Placed standard cells:
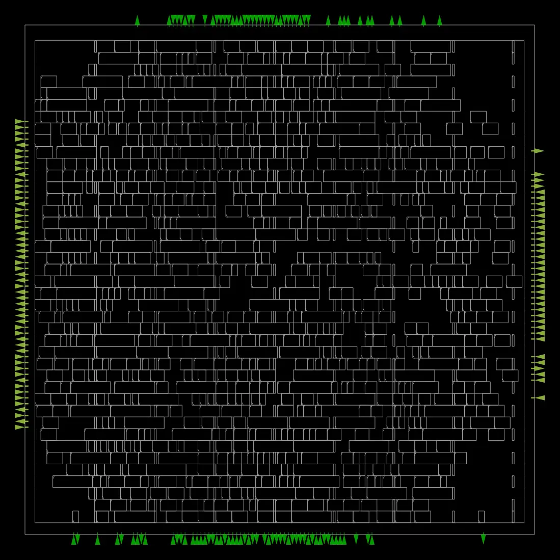
Clock network drawn from the DEF:
The bar under the picture is 20 um long.
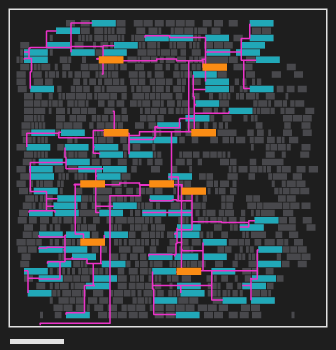
Signal metal coverage by tile:
The die is cut into 24 by 24 equal tiles; dark blue is low, red is high, scaled to the fullest tile. Values are wire area over tile area, all layers added.
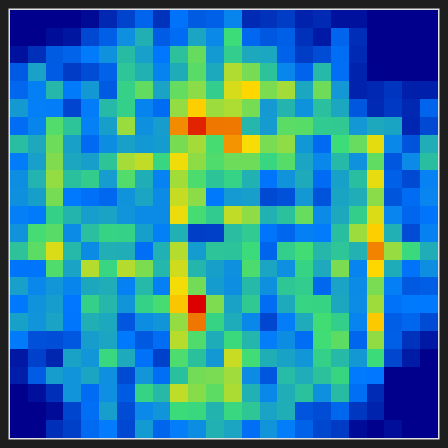
Register map, names as in the netlist:
The bar under the picture is 20 um long. Other sequential cells in the stronger grey, the rest of the logic in the fainter grey.
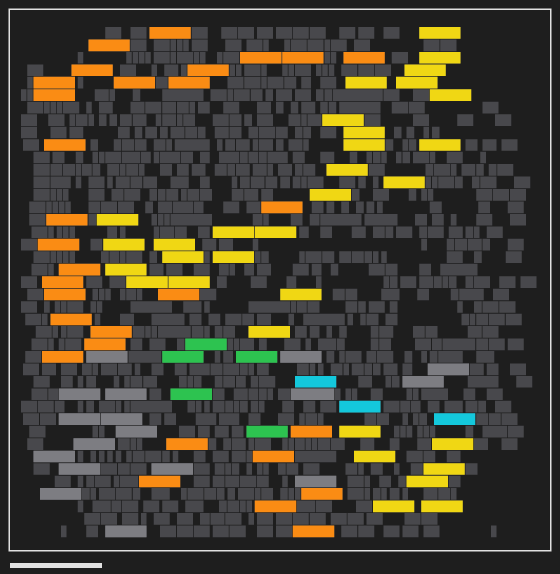
File: src/rtl/rv_pkg.sv
// Shared RV32 writeback definitions: opcodes, load funct3 codes, stage state.
package rv_pkg;

    localparam logic [6:0] OP_LOAD  = 7'b0000011;
    localparam logic [6:0] OP_IMM   = 7'b0010011;
    localparam logic [6:0] OP_R     = 7'b0110011;
    localparam logic [6:0] OP_LUI   = 7'b0110111;
    localparam logic [6:0] OP_AUIPC = 7'b0010111;
    localparam logic [6:0] OP_JAL   = 7'b1101111;
    localparam logic [6:0] OP_JALR  = 7'b1100111;

    localparam logic [2:0] F3_LB  = 3'b000;
    localparam logic [2:0] F3_LH  = 3'b001;
    localparam logic [2:0] F3_LW  = 3'b010;
    localparam logic [2:0] F3_LBU = 3'b100;
    localparam logic [2:0] F3_LHU = 3'b101;

    typedef enum logic {
        IDLE = 1'b0,
        WAIT = 1'b1
    } wb_state_t;

    function automatic logic writes_rd(input logic [6:0] op);
        case (op)
            OP_LOAD, OP_IMM, OP_R, OP_LUI, OP_AUIPC, OP_JAL, OP_JALR: return 1'b1;
            default: return 1'b0;
        endcase
    endfunction

endpackage

File: src/rtl/load_align.sv
// Load lane select and sign/zero extension; flags misaligned or illegal funct3.
// Purely combinational, no backpressure.
module load_align
    import rv_pkg::*;
#(
    parameter int XLEN = 32
) (
    input  logic [XLEN-1:0] word,
    input  logic [1:0]      offset,
    input  logic [2:0]      funct3,
    output logic [XLEN-1:0] data,
    output logic            misaligned
);

    logic [7:0]  byte_sel;
    logic [15:0] half_sel;

    always_comb begin
        byte_sel = word[7:0];
        half_sel = word[15:0];
        case (offset)
            2'd0: begin byte_sel = word[7:0];   half_sel = word[15:0];  end
            2'd1: begin byte_sel = word[15:8];  half_sel = word[23:8];  end
            2'd2: begin byte_sel = word[23:16]; half_sel = word[31:16]; end
            default: begin byte_sel = word[31:24]; half_sel = word[31:16]; end
        endcase
    end

    always_comb begin
        data       = '0;
        misaligned = 1'b0;
        case (funct3)
            F3_LB:  data = {{(XLEN-8){byte_sel[7]}}, byte_sel};
            F3_LBU: data = {{(XLEN-8){1'b0}}, byte_sel};
            F3_LH: begin
                data       = {{(XLEN-16){half_sel[15]}}, half_sel};
                misaligned = (offset == 2'd3);
            end
            F3_LHU: begin
                data       = {{(XLEN-16){1'b0}}, half_sel};
                misaligned = (offset == 2'd3);
            end
            F3_LW: begin
                data       = word;
                misaligned = (offset != 2'd0);
            end
            default: misaligned = 1'b1;
        endcase
    end

endmodule

File: src/rtl/wb_stage.sv
// Writeback stage: selects ALU / PC+4 / load data and drives the register-file write port.
// Latency 1 for non-loads; in_ready drops while a load waits for mem_rvalid or times out.
module wb_stage
    import rv_pkg::*;
#(
    parameter int XLEN        = 32,
    parameter int MEM_TIMEOUT = 16,
    parameter int TO_W        = 5
) (
    input  logic            clk,
    input  logic            rst_n,
    input  logic            in_valid,
    output logic            in_ready,
    input  logic [6:0]      opcode,
    input  logic [2:0]      funct3,
    input  logic [4:0]      rd,
    input  logic [XLEN-1:0] alu_result,
    input  logic [XLEN-1:0] pc,
    output logic            mem_req,
    output logic [XLEN-1:0] mem_addr,
    input  logic [XLEN-1:0] mem_rdata,
    input  logic            mem_rvalid,
    output logic            rf_we,
    output logic [4:0]      rf_waddr,
    output logic [XLEN-1:0] rf_wdata,
    output logic            misalign_err,
    output logic            timeout_err
);

    localparam logic [TO_W-1:0] TO_LIM = TO_W'(MEM_TIMEOUT);

    wb_state_t       state_q, state_d;
    logic [TO_W-1:0] cnt_q, cnt_d;
    logic [2:0]      lf3_q, lf3_d;
    logic [4:0]      lrd_q, lrd_d;
    logic [1:0]      loff_q, loff_d;
    logic            mem_req_d, rf_we_d, mis_d, to_d;
    logic [XLEN-1:0] mem_addr_d, wdata_d;
    logic [4:0]      waddr_d;

    logic [2:0]      al_f3;
    logic [1:0]      al_off;
    logic [XLEN-1:0] al_data;
    logic            al_mis;

    // One aligner serves both the accept-time legality check and the response extraction.
    assign al_f3  = (state_q == WAIT) ? lf3_q  : funct3;
    assign al_off = (state_q == WAIT) ? loff_q : alu_result[1:0];

    load_align #(.XLEN(XLEN)) u_align (
        .word       (mem_rdata),
        .offset     (al_off),
        .funct3     (al_f3),
        .data       (al_data),
        .misaligned (al_mis)
    );

    assign in_ready = rst_n && (state_q == IDLE);

    always_comb begin
        state_d    = state_q;
        cnt_d      = cnt_q;
        lf3_d      = lf3_q;
        lrd_d      = lrd_q;
        loff_d     = loff_q;
        mem_req_d  = 1'b0;
        mem_addr_d = mem_addr;
        rf_we_d    = 1'b0;
        waddr_d    = rf_waddr;
        wdata_d    = rf_wdata;
        mis_d      = 1'b0;
        to_d       = timeout_err;
        case (state_q)
            IDLE: begin
                if (in_valid) begin
                    if (opcode == OP_LOAD) begin
                        if (al_mis) begin
                            mis_d = 1'b1;
                        end else begin
                            mem_req_d  = 1'b1;
                            mem_addr_d = {alu_result[XLEN-1:2], 2'b00};
                            lf3_d      = funct3;
                            lrd_d      = rd;
                            loff_d     = alu_result[1:0];
                            cnt_d      = '0;
                            state_d    = WAIT;
                        end
                    end else if (writes_rd(opcode) && rd != 5'd0) begin
                        rf_we_d = 1'b1;
                        waddr_d = rd;
                        wdata_d = (opcode == OP_JAL || opcode == OP_JALR) ?
                                  pc + XLEN'(4) : alu_result;
                    end
                end
            end
            WAIT: begin
                // A response on the limit cycle wins over the timeout.
                if (mem_rvalid) begin
                    state_d = IDLE;
                    if (lrd_q != 5'd0) begin
                        rf_we_d = 1'b1;
                        waddr_d = lrd_q;
                        wdata_d = al_data;
                    end
                end else if (cnt_q + TO_W'(1) == TO_LIM) begin
                    to_d    = 1'b1;
                    state_d = IDLE;
                end else begin
                    cnt_d = cnt_q + TO_W'(1);
                end
            end
            default: state_d = IDLE;
        endcase
    end

    always_ff @(posedge clk or negedge rst_n) begin
        if (!rst_n) begin
            state_q      <= IDLE;
            cnt_q        <= '0;
            lf3_q        <= '0;
            lrd_q        <= '0;
            loff_q       <= '0;
            mem_req      <= 1'b0;
            mem_addr     <= '0;
            rf_we        <= 1'b0;
            rf_waddr     <= '0;
            rf_wdata     <= '0;
            misalign_err <= 1'b0;
            timeout_err  <= 1'b0;
        end else begin
            state_q      <= state_d;
            cnt_q        <= cnt_d;
            lf3_q        <= lf3_d;
            lrd_q        <= lrd_d;
            loff_q       <= loff_d;
            mem_req      <= mem_req_d;
            mem_addr     <= mem_addr_d;
            rf_we        <= rf_we_d;
            rf_waddr     <= waddr_d;
            rf_wdata     <= wdata_d;
            misalign_err <= mis_d;
            timeout_err  <= to_d;
        end
    end

endmodule

File: config.mk
export PLATFORM = sky130hd
export DESIGN_NAME = wb_stage
export DESIGN_NICKNAME = d
export VERILOG_FILES = /design/src/rtl/rv_pkg.sv /design/src/rtl/load_align.sv /design/src/rtl/wb_stage.sv
export SDC_FILE = /design/constraint.sdc
export NUM_CORES = 1
export LEC_CHECK = 0
export CAP_MARGIN = 20
export CORE_MARGIN = 2
export CORE_UTILIZATION = 42
export DETAILED_ROUTE_END_ITERATION = 6
export PLACE_DENSITY = 0.78
export SLEW_MARGIN = 20
export SYNTH_ARGS = -nofsm -noshare
export SYNTH_HDL_FRONTEND = slang
export SYNTH_SLANG_ARGS = --single-unit
File: constraint.sdc
create_clock -name clk -period 2.3 [get_ports clk]
set_clock_uncertainty 0.05 [all_clocks]
set_input_delay 0.23 -clock clk [delete_from_list [all_inputs] [get_ports clk]]
set_output_delay 0.23 -clock clk [all_outputs]
set_load 0.02 [all_outputs]
==> reports/qor.csv <==
metric,value,unit
Detail Route Antenna Nets,0,
layout clock buffer count,11,
fin crit share,97.15,%
Final Max Tran Viols,0,
DRC viols,0,
"critical path, cell by cell",mux2_4 > mux2_4 > o211a_1 > a21oi_2 > buf_6 > o21ai_0 > a221o_1,
Critical Path Most Common Cell,mux2_4,
logic share of the area,36.27,%
ys cells,657,
FF+latch count,87,
r2r startpoint,state_q,
Worst Reg-to-Reg Cells,7,
TritonCTS Sinks,87,
Setup Slack @ Placement,-0.2863,ns
first-pass GRT wire length,31.61,mm
Final Hold Fails,10,
Slew Limit Headroom,45.89,%
maximum vdd ir drop,0.3907,mV
FF-to-FF setup slack,0.07,ns
CTS H-Tree Depth,3,
comb_multi_in,513,
Clock buf/inv share,3.542,%
TritonCTS Buffers,9,
Tmin final,2.234,ns
CTS Buffer Depth,2,
Synth Warn #,0,
Critical-path top delay cell,dfrtp_2,
initial drt markers,564,
Setup TNS,0,ns
buffer share of cell area,31.21,%
LEAKAGE,3.715,nW
Repair and plain buffers,280,
CP Capture Type,flop,
FF-to-FF End,rf_wdata[17],
Die ar.,13890,um2
combinational gate area,3062,um2
Hold Crit Class,in2async,
Synth Seq Share,39.98,%
Clock Root Buffer,clkbuf_16,
yosys stat area,5445,um2
Max Cap Viol,0,
Largest cell class,combinational gates,
failing checks,negative hold slack,
vias in the first global route,5952,
worst-path fanout max,13,
Hold WS,-0.02778,ns
tool warnings,28,
Netlist Area Pre-Place,5445,um2
pin count of the biggest net entering global routing,88,
invs w/o clock,14,
top cells by count,"nand2_1 (158), dfrtp_1 (87), nor2_1 (47)",
outcome,"finished, violations left",
antenna cells,0,
DRT Pass-1 Iters,6,
DP HPWL,15.78,mm
critical path depth,7,
gpl congestion,0.9760,
CP endpoint,rf_wdata[17],
ys async rst share,100.0,%
Power Density,584.2,nW/um2
I/O pin cnt,189,
NumNets Final,1023,
Critical Path Source,state_q,
final setup violation count,0,
most numerous cell in the Yosys netlist,nand2_1,
Crit path max-delay family,AND-OR/OR-AND gates,
required time of the worst setup path,2.48,ns
routed vias/inst,5.518,
top cells by area,"dfrtp_1 (40%), nand2_1 (11%), o21ai_0 (3.7%)",
Worst setup SP type,flop,
worst slew pin tran,0.8116,ns
largest stage delay on the critical path,0.46,ns
critical path class,reg2reg,
Main synth FF type,dfrtp_1,
crit path buf inv count,1,
distinct lib cells,62,
"EDFF count, synth",0,
share of post-route cells with drive strength above 1,15.60,%
Yosys reg bits,87,
IO Port Bufs,186,
post-route cell area,8442,um2
top cell type by total area after synthesis,dfrtp_1,
Yosys top cell area share,39.98,%
Placed Instances,1065,
min setup slack post-route,0.06560,ns
CTS tree,done,
RSZ-0062 raised after global routing,true,
DIE HEIGHT,117.9,um
"Reg clk slew, reported paths",0.07,ns
initial antenna violation count,0,
Avg Inst Size Synth,8.288,um2
Max Freq,447.5,MHz
CP arrival,2.41,ns
Placed Area,8063,um2
"Power, Total",4.932,mW
Synth Instances,657,
FP Core Util,43.15,%
P&R area growth vs syn,55.03,%
width of the die,117.9,um
filler cell count in the final layout,1058,
# Taps,172,
Hold Buf Count CTS,0,
grt total ovfl,0,
Notes on 'placed standard cells' above:
Rows: 41
sequential cell area share: 25.80%
Core Box Area: 12620 um2
final design utilization: 66.89%
final instance count without filler cells: 1082

Notes on 'clock network drawn from the DEF' above:
clock drivers -> orange  # count 9
clock wires -> magenta  # length 1150 um
flip-flops -> cyan  # count 87
flops lie = widely spread
routed clock nets = 10
power share of the clock group: 30.5%
Clock Latency Late Sink: 0.35 ns
clk pwr: 1.50 mW

Notes on 'signal metal coverage by tile' above:
tiles over half the peak = 19%
mean over tiles = 0.24
fullest tile = 0.72
DRT Wirelength: 20.26 mm
DR vias: 5971
WL per Instance: 18.72 um
GRT Total Usage: 28.93%

Notes on 'register map, names as in the netlist' above:
`rf_wdata` -> yellow  # sequential cells 32
`cnt_q` -> green  # sequential cells 5
`mem_addr` -> orange  # sequential cells 30
`lf3_q` -> cyan  # sequential cells 3
seq pwr: 1.89 mW
Register Area: 2178 um2

metal layers:
layer	vias up	part of all wire [%]	track usage (%)
met1	2817	43	38.73
li1	2830	-	-
met4	0	3.7	11.30
met5	-	0	0
met3	54	7.8	7.171
met2	270	45	45.09
worst min path at each step:
stage	startpoint	end	slack, ns	cells past startpoint
5_1_grt	rst_n	rf_waddr[0]	0.07	2
3_3_place_gp	timeout_err	timeout_err	0.40	1
2_1_floorplan	rst_n	cnt_q[0]	-0.12	0
6_report	rst_n	rf_waddr[1]	-0.03	2
4_1_cts	rst_n	rf_waddr[0]	0.18	2
3_5_place_dp	mem_addr[28]	mem_addr[28]	0.42	2
timing repair:
action | 4_1_cts | 5_1_grt
setup buffers | 0 | 1
pin swaps | 0 | 4
resized | 3 | 15
endpoints found under the setup margin | 4 | 43
kinds of logic (layout without fill, tap and decap cells):
logic type	count (synthesis)	count (layout)	synth area share, %
compound gates	173	173	21.28
xor+xnor	28	28	4.504
fa+ha+maj	3	3	0.6894
buf+inv	58	310	5.124
flops	87	87	39.98
mux	26	26	5.101
other cells	1	2	0.06887
simple gates	281	281	23.25
report_power, final:
part	switching (mW)	internal, mW
Sequential	0.145	1.74
Clock	0.646	0.857
Combinational	0.741	0.799
Total	1.53	3.40
registers in the layout, summed over array words and instances (netlist names):
signal / flops
rf_wdata: 32
mem_addr: 30
cnt_q: 5
lrd_q: 5
rf_waddr: 5
lf3_q: 3
loff_q: 2
mem_req: 1
misalign_err: 1
rf_we: 1
state_q: 1
timeout_err: 1
cells in the final DEF, fill, tap and decap left out, types with 16 or more instances in the layout:
cell and count:
nand2_1 157, clkdlybuf4s50_1 185, nor2_1 45, dfrtp_1 86, xnor2_1 16, o21ai_0 38
nand3_1 22, a21oi_1 33, buf_4 88, mux2i_1 17
Power and IR drop assume default switching activity.
